==> src/rtl/mem_access_unit.sv <==
// Memory-stage data access unit: issues exactly one data-cache transaction per MEM-stage
// load/store, aligns and extends load data, and stalls the pipeline until the access completes.
//
// state | meaning
// IDLE  | nothing outstanding; a new access requests combinationally this cycle
// BUSY  | request outstanding, waiting for dmem_resp
// DONE  | response consumed while the pipeline is held; load data served from capture register
// DRAIN | instruction killed mid-transaction; keep requesting until dmem_resp, then discard
module mem_access_unit #(
    parameter int CNT_W = 32
) (
    input  logic             clk,
    input  logic             rst_n,
    input  logic             valid_i,
    input  logic             is_load_i,
    input  logic             is_store_i,
    input  logic [2:0]       funct3_i,
    input  logic [31:0]      addr_i,
    input  logic [31:0]      wdata_i,
    input  logic             advance_i,
    input  logic             kill_i,
    output logic             dmem_read,
    output logic             dmem_write,
    output logic [31:0]      dmem_addr,
    output logic [3:0]       dmem_byte_enable,
    output logic [31:0]      dmem_wdata,
    input  logic             dmem_resp,
    input  logic [31:0]      dmem_rdata,
    output logic [31:0]      load_data_o,
    output logic             mem_stall_o,
    output logic             misaligned_o,
    output logic [CNT_W-1:0] stall_cycles_o
);

    typedef enum logic [1:0] {
        IDLE  = 2'd0,
        BUSY  = 2'd1,
        DONE  = 2'd2,
        DRAIN = 2'd3
    } state_t;

    state_t           state;
    logic [31:0]      load_q;
    logic [CNT_W-1:0] stall_cnt;

    logic             req_load_q;
    logic [2:0]       req_funct3_q;
    logic [31:0]      req_addr_q;
    logic [31:0]      req_wdata_q;
    logic [3:0]       req_be_q;

    logic             mem_op;
    logic             size_b;
    logic             size_h;
    logic             size_w;
    logic             misaligned_raw;
    logic             access;
    logic             in_flight;
    logic             issue;
    logic             resp_take;
    logic [3:0]       new_be;
    logic [31:0]      new_wdata;

    logic             sel_load;
    logic [2:0]       sel_funct3;
    logic [31:0]      sel_addr;
    logic [31:0]      aligned;

    function automatic logic [31:0] align_load(input logic [2:0]  f3,
                                               input logic [1:0]  off,
                                               input logic [31:0] rdata);
        logic [7:0]  b;
        logic [15:0] h;
        logic [31:0] res;
        b = rdata[{off, 3'b000} +: 8];
        h = rdata[{off[1], 4'b0000} +: 16];
        case (f3)
            3'b000:  res = {{24{b[7]}}, b};
            3'b100:  res = {24'h000000, b};
            3'b001:  res = {{16{h[15]}}, h};
            3'b101:  res = {16'h0000, h};
            default: res = rdata;
        endcase
        return res;
    endfunction

    // Undefined funct3 encodings fall through to word size.
    always_comb begin
        mem_op         = valid_i & (is_load_i | is_store_i);
        size_b         = (funct3_i[1:0] == 2'b00);
        size_h         = (funct3_i[1:0] == 2'b01);
        size_w         = ~size_b & ~size_h;
        misaligned_raw = mem_op & ((size_h & addr_i[0]) | (size_w & (addr_i[1:0] != 2'b00)));
        access         = mem_op & ~kill_i & ~misaligned_raw;
        in_flight      = (state == BUSY) || (state == DRAIN);
        issue          = ((state == IDLE) && access) || in_flight;
    end

    always_comb begin
        new_be    = 4'b1111;
        new_wdata = wdata_i;
        if (!is_load_i) begin
            if (size_b) begin
                new_be    = 4'b0001 << addr_i[1:0];
                new_wdata = {4{wdata_i[7:0]}};
            end else if (size_h) begin
                new_be    = 4'b0011 << addr_i[1:0];
                new_wdata = {2{wdata_i[15:0]}};
            end
        end
    end

    // Once a request is outstanding, the cache sees the captured copy so that the
    // address, lanes and data stay stable regardless of what the pipeline presents.
    always_comb begin
        sel_load         = in_flight ? req_load_q   : is_load_i;
        sel_funct3       = in_flight ? req_funct3_q : funct3_i;
        sel_addr         = in_flight ? req_addr_q   : addr_i;
        dmem_byte_enable = in_flight ? req_be_q     : new_be;
        dmem_wdata       = in_flight ? req_wdata_q  : new_wdata;
        dmem_addr        = {sel_addr[31:2], 2'b00};
        aligned          = align_load(sel_funct3, sel_addr[1:0], dmem_rdata);
    end

    always_comb begin
        dmem_read    = rst_n & issue & sel_load;
        dmem_write   = rst_n & issue & ~sel_load;
        misaligned_o = rst_n & misaligned_raw;
        mem_stall_o  = rst_n & ((((state == IDLE) & access) & ~dmem_resp) |
                                ((state == BUSY) & ~dmem_resp) |
                                (state == DRAIN));
        resp_take    = dmem_resp & (((state == IDLE) & access) | ((state == BUSY) & ~kill_i));
        stall_cycles_o = stall_cnt;
    end

    always_comb begin
        load_data_o = '0;
        if (resp_take && sel_load) begin
            load_data_o = aligned;
        end else if (state == DONE) begin
            load_data_o = load_q;
        end
    end

    always_ff @(posedge clk or negedge rst_n) begin
        if (!rst_n) begin
            state        <= IDLE;
            load_q       <= '0;
            stall_cnt    <= '0;
            req_load_q   <= 1'b0;
            req_funct3_q <= '0;
            req_addr_q   <= '0;
            req_wdata_q  <= '0;
            req_be_q     <= '0;
        end else begin
            if (mem_stall_o && (stall_cnt != {CNT_W{1'b1}})) begin
                stall_cnt <= stall_cnt + CNT_W'(1);
            end
            case (state)
                IDLE: begin
                    if (access) begin
                        if (dmem_resp) begin
                            load_q <= sel_load ? aligned : '0;
                            state  <= advance_i ? IDLE : DONE;
                        end else begin
                            req_load_q   <= is_load_i;
                            req_funct3_q <= funct3_i;
                            req_addr_q   <= addr_i;
                            req_wdata_q  <= new_wdata;
                            req_be_q     <= new_be;
                            state        <= BUSY;
                        end
                    end
                end
                BUSY: begin
                    if (kill_i) begin
                        state <= dmem_resp ? IDLE : DRAIN;
                    end else if (dmem_resp) begin
                        load_q <= sel_load ? aligned : '0;
                        state  <= advance_i ? IDLE : DONE;
                    end
                end
                DONE: begin
                    if (advance_i || kill_i) begin
                        state <= IDLE;
                    end
                end
                DRAIN: begin
                    if (dmem_resp) begin
                        state <= IDLE;
                    end
                end
                default: state <= IDLE;
            endcase
        end
    end

endmodule

==> config.mk <==
export PLATFORM = sky130hd
export DESIGN_NAME = mem_access_unit
export DESIGN_NICKNAME = d
export VERILOG_FILES = /design/src/rtl/mem_access_unit.sv
export SDC_FILE = /design/constraint.sdc
export NUM_CORES = 1
export LEC_CHECK = 0
export CORE_MARGIN = 1.5
export CORE_UTILIZATION = 30
export CTS_CLUSTER_SIZE = 14
export DETAILED_ROUTE_END_ITERATION = 10
export PLACE_DENSITY_LB_ADDON = 0.25
export REMOVE_ABC_BUFFERS = 1
export SYNTH_ARGS = -nofsm -noshare
export SYNTH_HDL_FRONTEND = slang
export SYNTH_SLANG_ARGS = --single-unit
==> constraint.sdc <==
create_clock -name clk -period 4.6 [get_ports clk]
set_input_delay 0.92 -clock clk [delete_from_list [all_inputs] [get_ports clk]]
set_output_delay 0.92 -clock clk [all_outputs]
set_load 0.05 [all_outputs]
run_1/layers.png
Scale: 3 px per um.
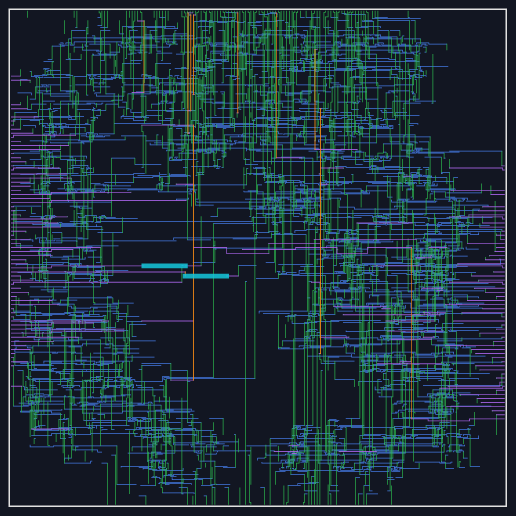
legend:
  M2:
    color: green
    wire_length: 10900 um
  M1:
    color: blue
    wire_length: 11100 um
  M5:
    color: cyan
    wire_length: 27.6 um
  M4:
    color: orange
    wire_length: 462 um
  M3:
    color: purple
    wire_length: 1850 um

run_1/gates.png
Scale: 1.5 px per um.
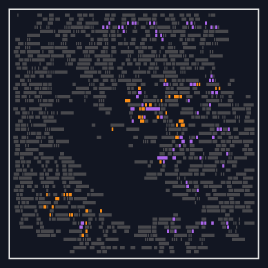
legend:
  aoi and oai cells:
    color: purple
    cells: 71
  nor cells:
    color: orange
    cells: 41

run_1/clock_wires.png
Scale: 1.5 px per um.
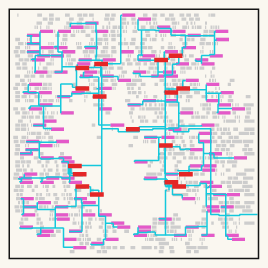
legend:
  clock wires:
    color: cyan
    length: 2180 um
  clock-net drivers:
    color: red
    count: 17
  flip-flops:
    color: magenta
    count: 138
routed clock nets: 18
flops lie: spread over the die

run 1: cell families (layout without fill, tap and decap cells):
family / after synthesis / in the layout / synth area share [%]
simple gates: 386 / 386 / 21.7
flops: 138 / 138 / 43.8
compound gates: 127 / 127 / 12.2
mux: 102 / 102 / 14.6
buf+inv: 63 / 301 / 3.82
xor+xnor: 28 / 28 / 3.11
fa+ha+maj: 5 / 5 / 0.793
other cells: 1 / 3 / 0.0475
run 1: stage by stage:
stage,worst slack (ns),instances,cell area (um2)
after floorplan,-0.436,795,7620
after global placement,0.245,1392,10900
after detailed placement,0.276,1392,10900
after CTS,0.259,1424,11500
after global routing,0.132,1424,11500
final,0.252,1425,11500
run 1: cells in the mapped netlist (2+ instances only):
library cell  count
a21o_1            3
a21oi_1           5
a221o_1          34
a22o_1           14
a22oi_1           2
a31oi_1           5
and2_1            6
and3_1           11
and4_1            6
buf_1             7
buf_2             7
buf_4             3
buf_6             6
clkbuf_1         33
dfrtp_1         138
ha_1              5
inv_1             5
mux2_2           75
mux2i_1          23
nand2_1         277
nand2b_1          3
nand3_1          16
nand3b_1          2
nand4_1          12
nor2_1           17
nor2b_1           5
nor3_1            9
nor3b_1           2
nor4_1            4
nor4b_1           2
o21ai_0          40
o21ai_1           4
o21bai_1          2
o22ai_1           8
o31ai_1           2
or3_1             2
or3b_2            2
xnor2_1          24
xor2_1            4
run 1: flip-flops by register name (all words and copies together), names as in the netlist:
signal and count:
load_q 32, req_addr_q 32, req_be_q 4, req_funct3_q 3, req_load_q 1, req_wdata_q 32
stall_cycles_o 32, state 2
run 1: power breakdown:
group          internal, mW  leakage (nW)  switching, mW
sequential             1.46          1.79          0.150
combinational         0.463          3.14          0.641
clock                 0.827         0.290          0.594
run 1: final timing paths:
check / to / slack [ns] / depth (start not counted)
hold reg to reg: req_wdata_q[8] / 0.47 / 2
hold / removal: req_wdata_q[13] / 0.40 / 1
max in group asynchronous: stall_cycles_o[19] / 3.12 / 2
min in group clk: req_wdata_q[8] / 0.47 / 2
setup / recovery: load_data_o[6] / 0.25 / 7
setup reg to reg: req_wdata_q[16] / 1.72 / 7
run 1: layout make-up:
cell class | instances | area, um2
fillers | 2489 | 14400
multi-input cells | 650 | 4160
flip-flops and latches | 138 | 3450
repair buffers | 262 | 2860
clock buffers | 18 | 439
well taps | 335 | 419
clock inverters | 14 | 161
inverters | 7 | 26.3
diodes | 1 | 2.50
run 1: per-layer routing:
metal	vias up	track usage [%]	wire [um]
met4	4	5.45	462
met1	3405	24.3	11100
met3	32	5.52	1850
li1	3435	-	-
met5	-	0	27
met2	202	27.5	10900
==> impl_metrics.py, run 1 <==
# Physical implementation metrics
metrics = {
    "run_status": {
        "status": "finished clean",
    },
    "drt": {
        "drt_iter0_markers": 445,
        "vias_per_cell": 4.97,
        "ant_nets": 0,
        "post-route-drc-count": 0,
        "firstDrtPassIters": 5,
        "vias": 7078,
        "wl_per_cell_um": 17.1,
        "finalWirelength_um": 24300,
    },
    "cts": {
        "h-tree-depth": 4,
        "clkSinkCount": 138,
        "numCtsBuffers": 17,
        "cts_resized": 0,
        "tritoncts": "done",
        "root_buffer": "clkbuf_16",
        "holdBufCountCts": 0,
        "cts_buffer_depth": 2,
        "clkTransAtPathRegs_ns": 0.06,
        "post-cts-setup-buffers": 0,
        "clock.latency.late_pin_ns": 0.42,
    },
    "synth": {
        "syn_area_per_cell_um2": 9.28,
        "edf_count": 0,
        "ff_type": "dfrtp_1",
        "synthArstFlopShare_pct": 100,
        "ys_cells": 850,
        "synth_cell_types": 64,
        "synthesis.area_um2": 7890,
        "syn-instance-count": 850,
        "numSynthFlops": 138,
        "area_leaders": "dfrtp_1, nand2_1, mux2_2",
        "yosysWarnings": 0,
        "yosysTopAreaCellShare_pct": 43.8,
        "top_area_cell": "dfrtp_1",
        "yosysChipArea_um2": 7890,
        "postSynthSeqShare_pct": 43.8,
    },
    "floorplan": {
        "dieArea_um2": 27300,
        "chipWidth_um": 165,
        "io_pins": 243,
        "fp_util_pct": 30.5,
        "core_um2": 25900,
        "die_h_um": 165,
        "rows": 59,
    },
    "placement": {
        "gp_congestion": 0.777,
        "portBuffers": 240,
        "dp_hpwl_um": 16900,
    },
    "final_timing": {
        "hold_viol_final": 0,
        "whs_ns": 0.397,
        "finalSetupViolCount": 0,
        "maxSlewViolCount": 0,
        "max_freq_ghz": 0.230,
        "period_minus_slack_ns": 4.35,
        "rsz0062_at_grt": "false",
        "relSlewSlack_pct": 46.0,
        "worstMarginPinSlew_ns": 0.809,
        "fin_skew_ns": 0.00932,
        "fin_tns_setup_ns": 0,
        "period_used_pct": 94.5,
    },
    "finish": {
        "lay_top_cells": "nand2_1, clkdlybuf4s50_1, dfrtp_1",
        "drive_gt1_share_pct": 19.1,
        "layout_top_cell": "nand2_1",
        "nets": 1188,
        "utilization_pct": 44.4,
        "area_growth_pct": 45.9,
    },
    "global_route": {
        "antenna_found_initial": 3,
        "grt_pass1_vias": 6939,
        "globalRouteTotalUtil_pct": 18.0,
        "grt_start_max_net_pins": 57,
        "overflow": 0,
        "grt_pass1_wl_um": 38200,
    },
    "power": {
        "pwr_density_cell_nw_per_um2": 359,
        "leakagePower_nw": 5.22,
        "irDropWorstVdd_mv": 0.209,
        "total_power_mw": 4.13,
    },
    "setup_path": {
        "crit_path_start_kind": "input port",
        "cp_top_family": "buffers and inverters",
        "crit_path_cell_trace": "clkdlybuf4s50_1 > mux2_2 > or3_1 > a22o_1 > o21ai_0 > nand2_1 > buf_12",
        "crit_path_start": "funct3_i[1]",
        "crit_arrival_ns": 3.43,
        "max_stage_delay_ns": 0.64,
        "cp_max_fo": 14,
        "required_ns": 3.68,
        "end_kind": "primary output",
        "slowest_stage": "or3_1",
        "worst-path-buf-inv": 2,
        "critPathKind": "in2out",
        "r2r_start": "state[0]",
    },
    "run": {
        "maxCapViolations": 0,
        "warnings": 28,
    },
    "min_path": {
        "hp-class": "in2async",
    },
}
==> run 2: changes to the inputs <==
--- a/config.mk
+++ b/config.mk
@@ -9,6 +9,7 @@
 export CORE_UTILIZATION = 30
 export CTS_CLUSTER_SIZE = 14
 export DETAILED_ROUTE_END_ITERATION = 10
+export HOLD_SLACK_MARGIN = 0.06
 export PLACE_DENSITY_LB_ADDON = 0.25
 export REMOVE_ABC_BUFFERS = 1
 export SYNTH_ARGS = -nofsm -noshare
run_2/layers.png
Scale: 3 px per um.
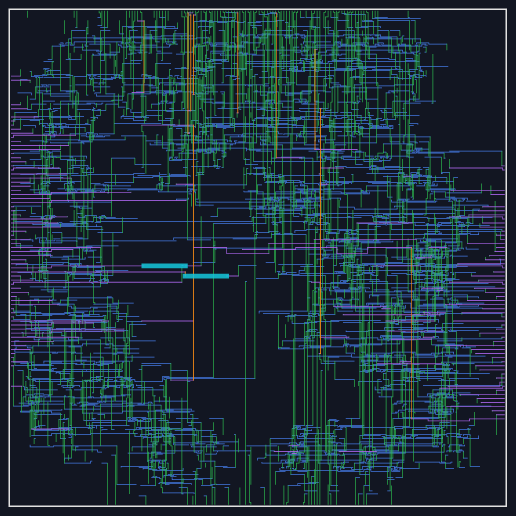
legend:
  M1:
    color: blue
    wire_length: 11100 um
  M4:
    color: orange
    wire_length: 462 um
  M5:
    color: cyan
    wire_length: 27.6 um
  M2:
    color: green
    wire_length: 10900 um
  M3:
    color: purple
    wire_length: 1850 um

==> run 2 against run 1 <==
  * Core utilization unchanged
  * Synthesized area unchanged
  * Sequential share of layout area unchanged
  * Combinational power about the same
  * Largest power group unchanged
  * First-iteration DRC count unchanged
==> impl_metrics.py, run 2 <==
# Physical implementation metrics
metrics = {
    "placement": {
        "place_area_um2": 10900,
        "dp_hpwl_um": 16900,
        "post-place-cells": 1392,
        "portBuffers": 240,
        "gp_congestion": 0.777,
        "post-place-ws_ns": 0.276,
    },
    "cts": {
        "tritoncts": "done",
        "cts_buffer_depth": 2,
        "clkSinkCount": 138,
        "post-cts-setup-buffers": 0,
        "cts_resized": 0,
        "numCtsBuffers": 17,
        "root_buffer": "clkbuf_16",
        "holdBufCountCts": 0,
        "clock.latency.late_pin_ns": 0.42,
        "h-tree-depth": 4,
        "clkTransAtPathRegs_ns": 0.06,
    },
    "setup_path": {
        "crit_path_start": "funct3_i[1]",
        "crit_path_start_kind": "input port",
        "crit_arrival_ns": 3.43,
        "cp_max_fo": 14,
        "rrSetupSlack_ns": 1.72,
        "required_ns": 3.68,
        "critPathKind": "in2out",
        "r2r_start": "state[0]",
        "end_kind": "primary output",
    },
    "finish": {
        "n_fill_cell": 2489,
        "layout_top_cell": "nand2_1",
        "comb_area_um2": 4160,
        "area_growth_pct": 45.9,
        "drive_gt1_share_pct": 19.1,
        "stdcell_area_um2": 11500,
        "fin_cells": 1425,
        "layout.area.seq_um2": 3450,
        "nets": 1188,
        "utilization_pct": 44.4,
        "lay_top_cells": "nand2_1, clkdlybuf4s50_1, dfrtp_1",
    },
    "synth": {
        "yosysTopAreaCellShare_pct": 43.8,
        "ys_cells": 850,
        "ff_type": "dfrtp_1",
        "synth_cell_types": 64,
        "synthesis.area_um2": 7890,
        "area_leaders": "dfrtp_1, nand2_1, mux2_2",
        "ys_top_cells_by_count": "nand2_1, dfrtp_1, mux2_2, o21ai_0, a221o_1",
        "synthArstFlopShare_pct": 100,
        "numSynthFlops": 138,
        "syn-instance-count": 850,
        "top_area_cell": "dfrtp_1",
        "yosysChipArea_um2": 7890,
        "yosysWarnings": 0,
        "synth_top_cell_by_count": "nand2_1",
        "edf_count": 0,
        "postSynthSeqShare_pct": 43.8,
        "syn_area_per_cell_um2": 9.28,
    },
    "final_timing": {
        "hold_viol_final": 0,
        "period_minus_slack_ns": 4.35,
        "whs_ns": 0.397,
        "final.setup.worst_slack_ns": 0.252,
        "rsz0062_at_grt": "false",
        "period_used_pct": 94.5,
        "fin_skew_ns": 0.00932,
        "relSlewSlack_pct": 46.0,
        "fin_tns_setup_ns": 0,
        "worstMarginPinSlew_ns": 0.809,
        "maxSlewViolCount": 0,
        "max_freq_ghz": 0.230,
        "finalSetupViolCount": 0,
    },
    "drt": {
        "vias_per_cell": 4.97,
        "drt_iter0_markers": 445,
        "firstDrtPassIters": 5,
        "vias": 7078,
        "wl_per_cell_um": 17.1,
        "finalWirelength_um": 24300,
        "ant_nets": 0,
        "post-route-drc-count": 0,
    },
    "run": {
        "warnings": 28,
        "maxCapViolations": 0,
    },
    "floorplan": {
        "dieArea_um2": 27300,
        "die_h_um": 165,
        "chipWidth_um": 165,
        "fp_util_pct": 30.5,
        "io_pins": 243,
        "core_um2": 25900,
        "rows": 59,
    },
    "global_route": {
        "grt_start_max_net_pins": 57,
        "grt_pass1_vias": 6939,
        "overflow": 0,
        "globalRouteTotalUtil_pct": 18.0,
        "grt_pass1_wl_um": 38200,
        "antenna_found_initial": 3,
    },
    "power": {
        "irDropWorstVdd_mv": 0.209,
        "leakagePower_nw": 5.22,
        "total_power_mw": 4.13,
        "pwr_density_cell_nw_per_um2": 359,
    },
    "run_status": {
        "status": "finished clean",
    },
    "min_path": {
        "hp-class": "in2async",
    },
}
run_2/floorplan.png
Scale: 2 px per um. Pins as bars on the die edge.
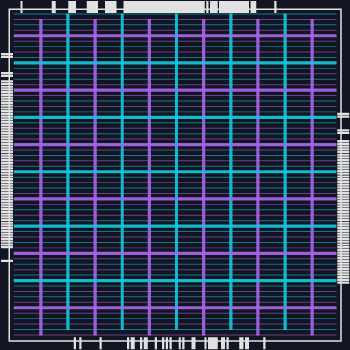
legend:
  VDD:
    color: cyan
  VSS:
    color: purple
signal pins: 243
met1 rails: 60
met5 straps: 11
met4 straps: 11
rows: 59

run 2: logic make-up (layout without fill, tap and decap cells):
kind of cell               after synthesis  count (layout)  synth area share, %
muxes                                  102             102                 14.6
other                                    1               3               0.0475
AOI/OAI and AO/OA                      127             127                 12.2
buffers and inverters                   63             301                 3.82
xor gates and xnor gates                28              28                 3.11
adders and majority gates                5               5                0.793
DFF                                    138             138                 43.8
and+or+nand+nor                        386             386                 21.7
run 2: power by group:
group	internal [mW]	switching (mW)
Sequential	1.46	0.150
Combinational	0.463	0.641
Clock	0.827	0.594
run 2: final cells by class:
type,count,share of cell area [%]
diodes,1,0.0217
clock buffers,18,3.81
clock inverters,14,1.40
inverters,7,0.228
multi-input cells,650,36.1
flip-flops and latches,138,30.0
well taps,335,3.64
repair buffers,262,24.8
run 2: layer usage:
metal / GRT usage, % / part of all wire (%)
met5: 0 / 0.11
met4: 5.45 / 1.9
met3: 5.52 / 7.6
met2: 27.5 / 45
met1: 24.3 / 46
run 2: final timing paths:
check / cells past startpoint / endpoint
setup reg to reg: 7 / req_wdata_q[16]
hold / removal: 1 / req_wdata_q[13]
hold reg to reg: 2 / req_wdata_q[8]
max in group asynchronous: 2 / stall_cycles_o[19]
setup / recovery: 7 / load_data_o[6]
min in group clk: 2 / req_wdata_q[8]
run 2: critical path: stages:
cell             delay (ns)
clkdlybuf4s50_1        0.63
mux2_2                 0.38
or3_1                  0.64
a22o_1                 0.28
o21ai_0                0.25
nand2_1                0.15
buf_12                 0.17
Power is estimated from default activity; no workload was simulated.
